===== src/rtl/rf_pkg.sv =====
// Purpose : shared register-file write-back widths, the zero-register index and the write record type.
// Latency : none, declarations only.
// Backpressure: none, declarations only.
package rf_pkg;

    localparam int RF_ADDR_W = 5;
    localparam int RF_DATA_W = 32;
    localparam logic [RF_ADDR_W-1:0] RF_ZERO_REG = '0;

    // One pending register-file write, as held in the write-back output stage.
    typedef struct packed {
        logic                 valid;
        logic [RF_ADDR_W-1:0] addr;
        logic [RF_DATA_W-1:0] data;
    } rf_wr_t;

endpackage


===== src/rtl/rr_arb2.sv =====
// Purpose : combinational two-way grant between A and B; round-robin when RF_WB_ARB_RR_EN is defined, else A has fixed priority.
// Latency : zero cycles, purely combinational.
// Backpressure: none here; the caller masks the grant with its own accept condition.
module rr_arb2
    import rf_pkg::*;
(
    input  logic a_valid,
    input  logic b_valid,
`ifdef RF_WB_ARB_RR_EN
    input  logic last_grant,
`endif
    output logic grant_a,
    output logic grant_b
);

`ifdef RF_WB_ARB_RR_EN
    // A tie goes to whoever did not win the previous transfer (last_grant: 0 = A, 1 = B).
    assign grant_a = a_valid && (!b_valid || last_grant);
    assign grant_b = b_valid && (!a_valid || !last_grant);
`else
    // A always wins when it is valid; B only gets the gaps in A's traffic.
    assign grant_a = a_valid;
    assign grant_b = b_valid && !a_valid;
`endif

endmodule


===== src/rtl/rf_wb_arbiter.sv =====
// Purpose : arbitrate ALU (A) and load (B) results onto the single register-file write port; RF_WB_ARB_RR_EN selects round-robin over fixed priority.
// Latency : one cycle from a valid/ready transfer to RegWrite; one write per cycle when unstalled.
// Backpressure: wb_stall holds the output stage and drops both readies; the held write is issued in the first unstalled cycle.
module rf_wb_arbiter
    import rf_pkg::*;
#(
    parameter int NUM_REQ = 2,
    parameter int DATA_W  = RF_DATA_W,
    parameter int ADDR_W  = RF_ADDR_W
) (
    input  logic              clk,
    input  logic              rst_n,
    input  logic              a_valid,
    input  logic [ADDR_W-1:0] a_addr,
    input  logic [DATA_W-1:0] a_data,
    output logic              a_ready,
    input  logic              b_valid,
    input  logic [ADDR_W-1:0] b_addr,
    input  logic [DATA_W-1:0] b_data,
    output logic              b_ready,
    input  logic              wb_stall,
    output logic              RegWrite,
    output logic [ADDR_W-1:0] RD_Address,
    output logic [DATA_W-1:0] RDdata
);

    logic               accept;
    logic [NUM_REQ-1:0] grant;     // bit 0 = A, bit 1 = B
    rf_wr_t             out_q;

    // Nothing is taken while reset is held or the write stage is frozen.
    assign accept = rst_n && !wb_stall;

`ifdef RF_WB_ARB_RR_EN
    logic last_grant;

    // Remember the most recent winner; reset to B so A wins the first tie.
    always_ff @(posedge clk) begin
        if (!rst_n) begin
            last_grant <= 1'b1;
        end else if (a_ready || b_ready) begin
            last_grant <= b_ready;
        end
    end
`endif

    rr_arb2 u_arb (
        .a_valid    (a_valid),
        .b_valid    (b_valid),
`ifdef RF_WB_ARB_RR_EN
        .last_grant (last_grant),
`endif
        .grant_a    (grant[0]),
        .grant_b    (grant[1])
    );

    assign a_ready = accept && grant[0];
    assign b_ready = accept && grant[1];

    // Output stage: load the winner, bubble when idle, hold while stalled, clear on reset.
    always_ff @(posedge clk) begin
        if (!rst_n) begin
            out_q <= '0;
        end else if (!wb_stall) begin
            if (a_ready) begin
                out_q <= '{valid: 1'b1, addr: a_addr, data: a_data};
            end else if (b_ready) begin
                out_q <= '{valid: 1'b1, addr: b_addr, data: b_data};
            end else begin
                out_q.valid <= 1'b0;
            end
        end
    end

    // Writes to the zero register are accepted upstream but never reach the register file.
    assign RegWrite   = out_q.valid && !wb_stall && (out_q.addr != RF_ZERO_REG);
    assign RD_Address = out_q.addr;
    assign RDdata     = out_q.data;

endmodule


===== config.mk =====
export PLATFORM = sky130hd
export DESIGN_NAME = rf_wb_arbiter
export DESIGN_NICKNAME = d
export VERILOG_FILES = /design/src/rtl/rf_pkg.sv /design/src/rtl/rr_arb2.sv /design/src/rtl/rf_wb_arbiter.sv
export SDC_FILE = /design/constraint.sdc
export NUM_CORES = 1
export LEC_CHECK = 0
export CAP_MARGIN = 10
export CELL_PAD_IN_SITES_DETAIL_PLACEMENT = 0
export CELL_PAD_IN_SITES_GLOBAL_PLACEMENT = 1
export CORE_MARGIN = 5
export CORE_UTILIZATION = 30
export CTS_CLUSTER_DIAMETER = 60
export DETAILED_ROUTE_END_ITERATION = 6
export HOLD_SLACK_MARGIN = 0.02
export PLACE_DENSITY_LB_ADDON = 0.1
export SLEW_MARGIN = 5
export SYNTH_ARGS = -nofsm -noshare
export SYNTH_HDL_FRONTEND = slang
export SYNTH_SLANG_ARGS = --single-unit

===== constraint.sdc =====
create_clock -name clk -period 1.95 [get_ports clk]
set_input_delay 0.195 -clock clk [delete_from_list [all_inputs] [get_ports clk]]
set_output_delay 0.195 -clock clk [all_outputs]
set_load 0.005 [all_outputs]

Figure 1. Wiring heat map (run 1).
Scale: 4 px per um. The die is cut into 19 by 19 equal tiles; dark purple is low, yellow is high, scaled to the fullest tile. Values are wire area over tile area, all layers added.
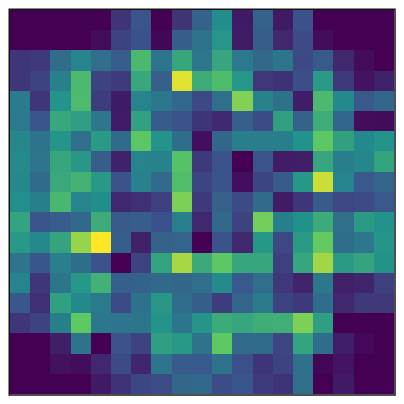
11% of the tiles are nearly empty. 23% of the tiles are over half the peak. The fullest tile reaches 0.34.
routed len/inst: 14.4 um
Post-Route WL: 6200 um

Figure 2. The metal 3 layer (run 1).
Scale: 4 px per um.
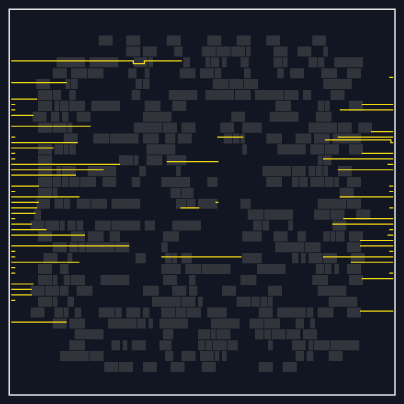
63 nets have wire on it. The layer carries 581 um of wire. The layer holds 9.4% of the routed length.
global routing usage on met3: 0.0579
routed vias: 1991

Figure 3. Cells by drive strength (run 1).
Scale: 3 px per um.
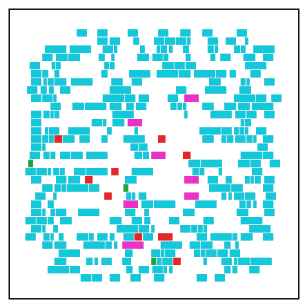
Magenta stands for drive 6 and up, cells 7. Red stands for drive 3 to 4, cells 9. Green stands for drive 2, cells 3. Cyan stands for drive 1 or less, cells 312.
worst setup margin: 176 ps
final design area excluding fillers: 0.00327 mm2
Signal buffers: 127

==> flow_summary.toml, run 1 <==
# synthesis and place-and-route metrics
[clock_tree]
cts.sinks = 38
cts_tree = "built"
htreeDepth = 2
post_cts_buffers = 0
path_clk_slew_ps = 80

[synthesis]
ys_seq_frac = 0.343
postSynthCellCount = 257
synth.area.top_cells = "dfxtp_1 (34%), o221a_1 (18%), buf_4 (14%)"
edf_count = 0
ys_sh_mux = 0
ys_top_logic_family = "AND-OR/OR-AND gates"
ys_sh_simple = 0.190
yosys-top-cells-count = "buf_4 (42), dfxtp_1 (38), a21oi_1 (36), nor2_1 (36), o221a_1 (36)"
ys_cells = 257
async_flop_share = 0

[worst_setup_path]
startpoint = "RD_Address[0]"
cp.depth = 4
reg2reg_from = "out_q[37]"
cp_num_buf_inv = 1
worstSetupStartpointType = "flip-flop"
cp.arrival_ps = 1580
end_kind = "output pin"
reg2reg_to = "out_q[37]"
max_stage_delay_ps = 520

[drt]
met3_wirelength_um = 581
routed-wl-met2_um = 2880
highest_layer = "met4"
drt-initial-drc-count = 62

[pwr]
power.leakage_nw = 1.20
p_clk_mw = 0.561
power_mw = 1.89

[final_timing]
hold_violations = 0
worst_slew_pin_slew_ps = 416
relSlewSlack = 0.723
max_freq_mhz = 564
rsz0062_at_grt = "false"

[finish]
seq_cell_count = 38
nets = 409
area_growth_pct = 47.1
inverters_excl_clock = 1
seq_area_frac = 0.233
clock_area_frac = 0.0280
nFillCells = 712
comb_cells = 157
comb_area_share = 0.318
layout.nonclk_buf_frac = 0.383

[place]
post_dp_cell_area_mm2 = 0.00318
portBuffers = 118
dp_hpwl_um = 4430

[die]
die_w_um = 96.0
initCoreUtil = 0.308
dieHeight_um = 96.0
core_mm2 = 0.00721

[worst_hold_path]
holdCritPathClass = "input port to flip-flop"

[global_routing]
grt_max_degree = 39
met2_usage = 0.222
grt.busiest_layer = "met2"

[outcome]
run_status = "completed"
==> run 1: cells in the final DEF, fill, tap and decap left out, types with 2 or more instances in the layout <==
cell | Yosys | final
nand2_1 | 3 | 3
o221a_1 | 36 | 36
nor2_1 | 36 | 36
a21oi_1 | 36 | 36
clkbuf_8 | 0 | 6
dfxtp_1 | 38 | 38
clkdlybuf4s50_1 | 0 | 115
buf_4 | 42 | 8
nor3b_1 | 2 | 2
nor2b_1 | 35 | 35
o21a_1 | 2 | 2
buf_2 | 8 | 2
and2_1 | 2 | 2
==> run 1: flip-flops by register name, indices dropped and copies added (netlist names) <==
| signal | flops |
|---|---|
| RD_Address | 5 |
| RDdata | 32 |
| out_q | 1 |
==> run 1: worst reg2reg max path, cell delays in order, from the launching register on <==
cell     delay [ps]
dfxtp_1         310
and2_1          130
o21a_1          160
Figure 4. Placement by cell class (run 1).
Scale: 4 px per um.
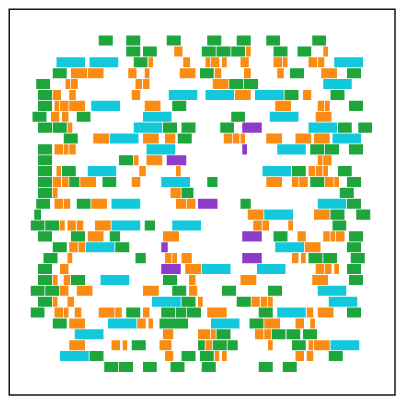

## Run 2: what changed since run 1
- GPL_TIMING_DRIVEN: not set -> 0
Figure 5. Placement by cell class (run 2).
Scale: 4 px per um.
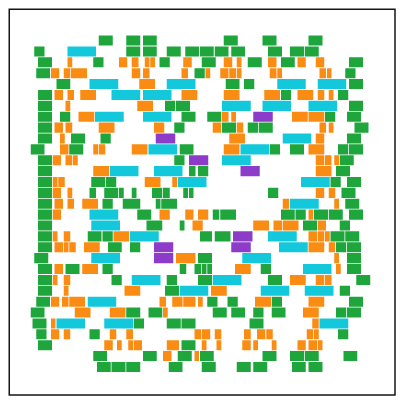
Orange stands for all other logic, cells 158, share of their area 30%. Green stands for other buffers and delay cells, cells 178, share of their area 46%. Purple stands for clock drivers and dummy loads, cells 8, share of their area 3.1%. Cyan stands for flip-flops, cells 38, share of their area 22%.
cell row count: 31
fin util: 0.505
Seq/total area: 0.209
core area: 0.00721 mm2

Figure 6. The metal 3 layer (run 2).
Scale: 4 px per um.
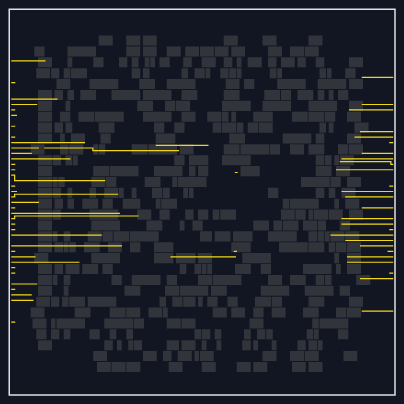
The wires run mostly horizontal. The longest straight run is 30.8 um. The layer carries 577 um of wire. The layer holds 8.5% of the routed length. 63 nets have wire on it.
global routing usage on met3: 0.0539
routed vias: 2177

==> run 2 against run 1 <==
First-iteration DRC count shrank 19%. Sequential power is essentially flat. Worst setup slack lost 56 ps. Clock skew is the same. Synthesized area is the same. Die size is the same. Register-to-register slack lost 20 ps. Largest cell class unchanged.
==> flow_summary.toml, run 2 <==
# synthesis and place-and-route metrics
[pwr]
intPower_mw = 1.55
ir_worst_vdd_v = 0.000271
p_clk_mw = 0.626
pg_seq_mw = 0.849
power_mw = 2.03
power.leakage_nw = 1.45
power_frac_seq = 0.417
powerComb_mw = 0.559
clkPwrFrac = 0.308
p_switching_mw = 0.483
p_per_area_mw_per_mm2 = 559
switching_share = 0.238
comb_power_share = 0.275

[place]
portBuffers = 118
placement.setup.worst_slack_ps = -106
post_dp_cell_area_mm2 = 0.00353
routabilityCongestion = 0.681
dp_hpwl_um = 5130

[clock_tree]
clockRootBuffer = "clkbuf_8"
htreeDepth = 2
clk_latency_ps = 280
cts.sinks = 38
cts_tree = "built"
numCtsBuffers = 5
cts_resized = 3
post_cts_buffers = 0
path_clk_slew_ps = 70
postCtsHoldBufs = 0

[synthesis]
yosysTopAreaCell = "dfxtp_1"
syn-mean-instance-area_um2 = 8.64
yosys-top-cells-count = "buf_4 (42), dfxtp_1 (38), a21oi_1 (36), nor2_1 (36), o221a_1 (36)"
synthesis.nets = 336
ys_cells = 257
postSynthCellCount = 257
ys_seq_frac = 0.343
synth.area.top_cells = "dfxtp_1 (34%), o221a_1 (18%), buf_4 (14%)"
ff_type = "dfxtp_1"
yosysTopAreaCellShare = 0.343
synth.cell_area_mm2 = 0.00222
most_common_cell = "buf_4"
edf_count = 0
async_flop_share = 0

[finish]
lay_top_count = "clkdlybuf4s50_1"
area_growth_pct = 63.9
mostFrequentLayoutCells = "clkdlybuf4s50_1 (116), buf_4 (42), dfxtp_1 (38)"
final_area_mm2 = 0.00364
largest_reg_flops = 32
drive_gt1_frac = 0.160
nets = 460

[global_routing]
antenna_found_initial = 1
grt_max_degree = 20
overflow = 0
grt_pass1_vias = 2233

[worst_setup_path]
max_stage_delay_ps = 500
reg2reg_to = "out_q[37]"
cp.depth = 4
end_kind = "output pin"
required_ps = 1750
startpoint = "b_valid"
reg2reg_slack_ps = 1240
crit_chain = "clkdlybuf4s50_1, buf_4, and3b_1, clkdlybuf4s50_1"
reg2reg_from = "out_q[37]"
critPathMaxFanout = 19
cp_num_buf_inv = 3
path_class = "input port to output pin"
worstSetupStartpointType = "input port"
r2r_cells = 2
crit_path_frequent_cell = "clkdlybuf4s50_1"
cp.arrival_ps = 1640

[final_timing]
hold_violations = 0
final.setup.worst_slack_ps = 120
rsz0062_at_grt = "false"
max_freq_mhz = 546
drv_slew = 0
relSlewSlack = 0.680
setup_violations = 0
worst_slew_pin_slew_ps = 480

[worst_hold_path]
holdCritPathClass = "flip-flop to flip-flop"
hold_end = "RDdata[21]"
min_from = "RDdata[21]"

[drt]
viasPerCell = 4.52
drt-initial-drc-count = 50
drc = 0
ant_nets = 0

[die]
die_w_um = 96.0
dieHeight_um = 96.0
initCoreUtil = 0.308

[run]
tool_warnings = 26

[outcome]
run_status = "completed"
Figure 7. Wiring heat map (run 2).
Scale: 4 px per um. The die is cut into 19 by 19 equal tiles; dark purple is low, yellow is high, scaled to the fullest tile. Values are wire area over tile area, all layers added.
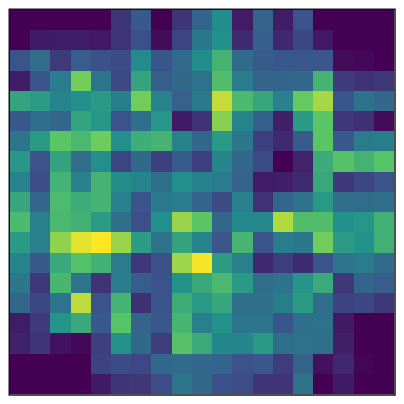
The mean over all tiles is 0.12. The fullest tile reaches 0.33. 9.1% of the tiles are nearly empty. 26% of the tiles are over half the peak.
Post-Route WL: 6770 um
routed len/inst: 14.0 um
GRT Util Overall: 0.145

## run 2: routing by layer
layer	GRT usage	wire, um	up-vias
li1	-	-	1116
met1	0.178	2980	989
met2	0.242	3170	68
met3	0.0539	577	4
met4	0.0320	41	0
met5	0	0	-
## run 2: cells by family (layout without fill, tap and decap cells)
logic type	Yosys count	after routing	synth area share
and+or+nand+nor	81	81	0.190
buffers and inverters	62	187	0.190
DFF	38	38	0.343
AOI/OAI and AO/OA	76	76	0.277
other	0	1	0
## run 2: cell type report
class / instances / area, um2
fill: 726 / 3570
multi-input combinational: 157 / 1040
inverter: 1 / 3.75
buffer: 60 / 420
antenna: 1 / 2.50
timing repair buffer: 118 / 1180
clock buffer: 8 / 110
tap: 99 / 124
sequential: 38 / 761
No activity file was given, so power comes from the tool's default toggle rates.
